Design part_accum_ctrl, sky130hd; sources not shown.
Fig. 1: M1 wires
Supply wires on this layer in grey.
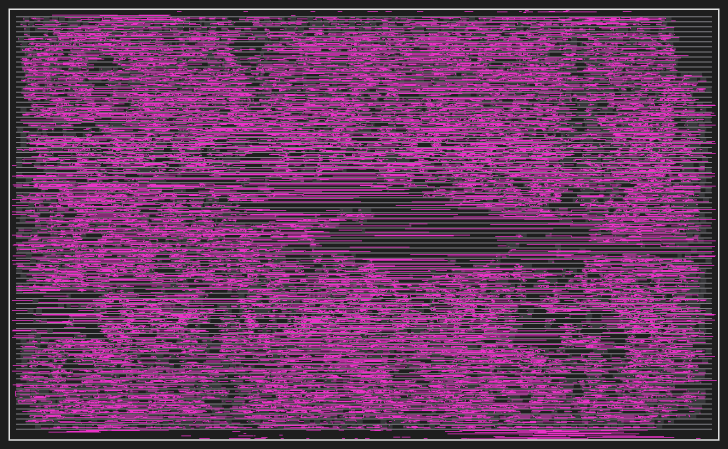
wire length on this layer: 71.9 mm
share of all routed wire: 47%
longest straight run: 130 µm
nets with wire on the layer: 5771
main direction: horizontal
DR vias: 39.7k
routed wire length: 154000 µm

Fig. 2: I/O nets highlighted
Scale bar: 100 µm.
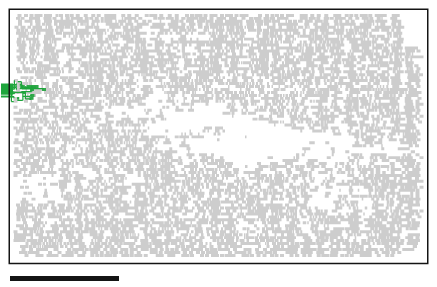
legend:
  green:
    port: cfg_len
    bits: 8
    direction: input
    edge: west
    end_cells: 10
    buffers: 8
    wire: 185 µm
boundary pin count: 592
Port Buffers: 591

Fig. 3: congestion heat map
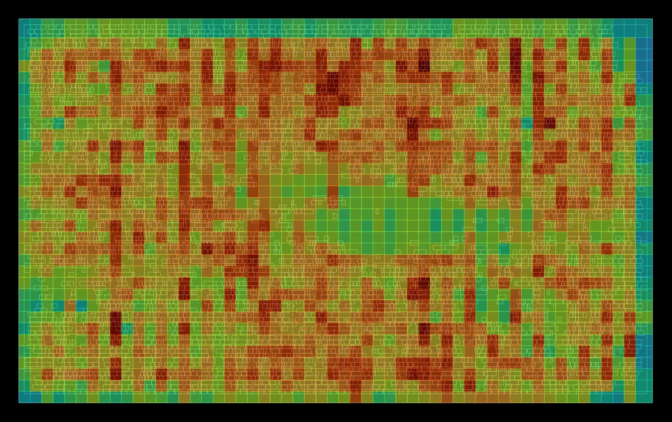
met1 usage: 47.7%
grt met3 use: 8.99%
post-layout util: 59.1%
GR Util All Layers: 32.7%
GR Layer Usage met2: 45.9%

Fig. 4: where the registers sit
Other sequential cells in the stronger grey, the rest of the logic in the fainter grey.
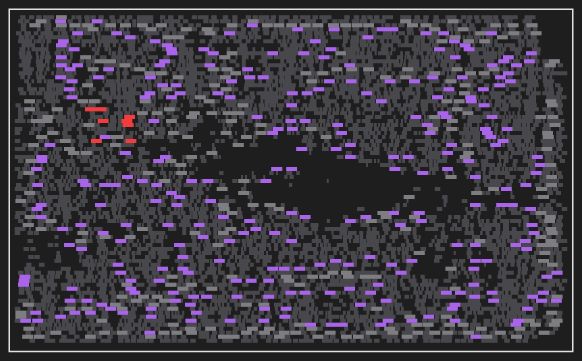
legend:
  red:
    netlist_name: cnt_reg
    placed_flops: 8
  purple:
    netlist_name: g_lane.u_lane.acc_reg
    placed_flops: 288
    where: spread over the die
not coloured: 298
sequential share of cell area: 24.0%
area occupied by registers: 11900 µm²
seq pwr: 4.51 mW

Fig. 5: metal 2
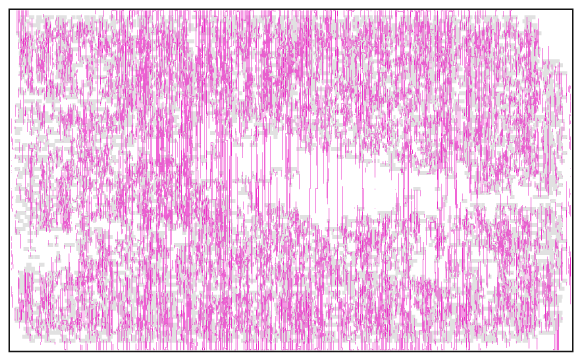
nets with wire on the layer: 5200
share of all routed wire: 41%
main direction: vertical

==> flow_summary.json <==
{
  "status": "complete, no violations",
  "final_cells": 6630,
  "cp_cell_sequence": "clkbuf_16 > clkbuf_16 > buf_8 > and2_1 > ha_1 > inv_1 > fa_1 > nand2b_4 > a21oi_4 > o41a_1 > a41oi_2 > o221a_4 > o21a_4 > o31ai_4 > nand3_1 > nand2_1 > fa_1 > or4b_4 > o21a_4 > buf_4 > a31oi_4 > a211oi_1",
  "synthDominantCellAreaShare_pct": 31.0,
  "drc": 0,
  "finalWeightedCongestion": 0.963,
  "synth_flops": 594,
  "synthDistinctLibCells": 95,
  "p_switching_mw": 3.09,
  "fin_skew_ns": 0.0499,
  "worst_pin_slew_ns": 1.23,
  "clk_share_pct": 3.44,
  "hp-class": "reg -> reg",
  "flops": 594,
  "aoi_share_pct": 30.4,
  "taps": 1134,
  "busiest_layer": "met1",
  "edf_count": 0,
  "synth_area_um2": 38300,
  "critical_path_required_ns": 6.28,
  "routed-wl-met3_um": 15300,
  "floorplan.nets": 5208,
  "ff_type": "dfxtp_1",
  "power_mw": 10.0,
  "share_seq_of_total_power_pct": 44.9,
  "hold_violations": 0,
  "ys_sh_mux_pct": 0.209,
  "rr_worst_depth": 22,
  "max_freq_mhz": 187,
  "comb_share_pct": 52.3,
  "top_layer": "met5",
  "report.final.slew_viol_count": 0,
  "post_cts_resized": 163,
  "vias_per_cell": 5.98,
  "comb_power_share_pct": 17.1,
  "inv_count": 104,
  "synth.most_common_cell": "dfxtp_1",
  "clkTransAtPathRegs_ns": 0.08
}
Power and IR drop assume default switching activity.
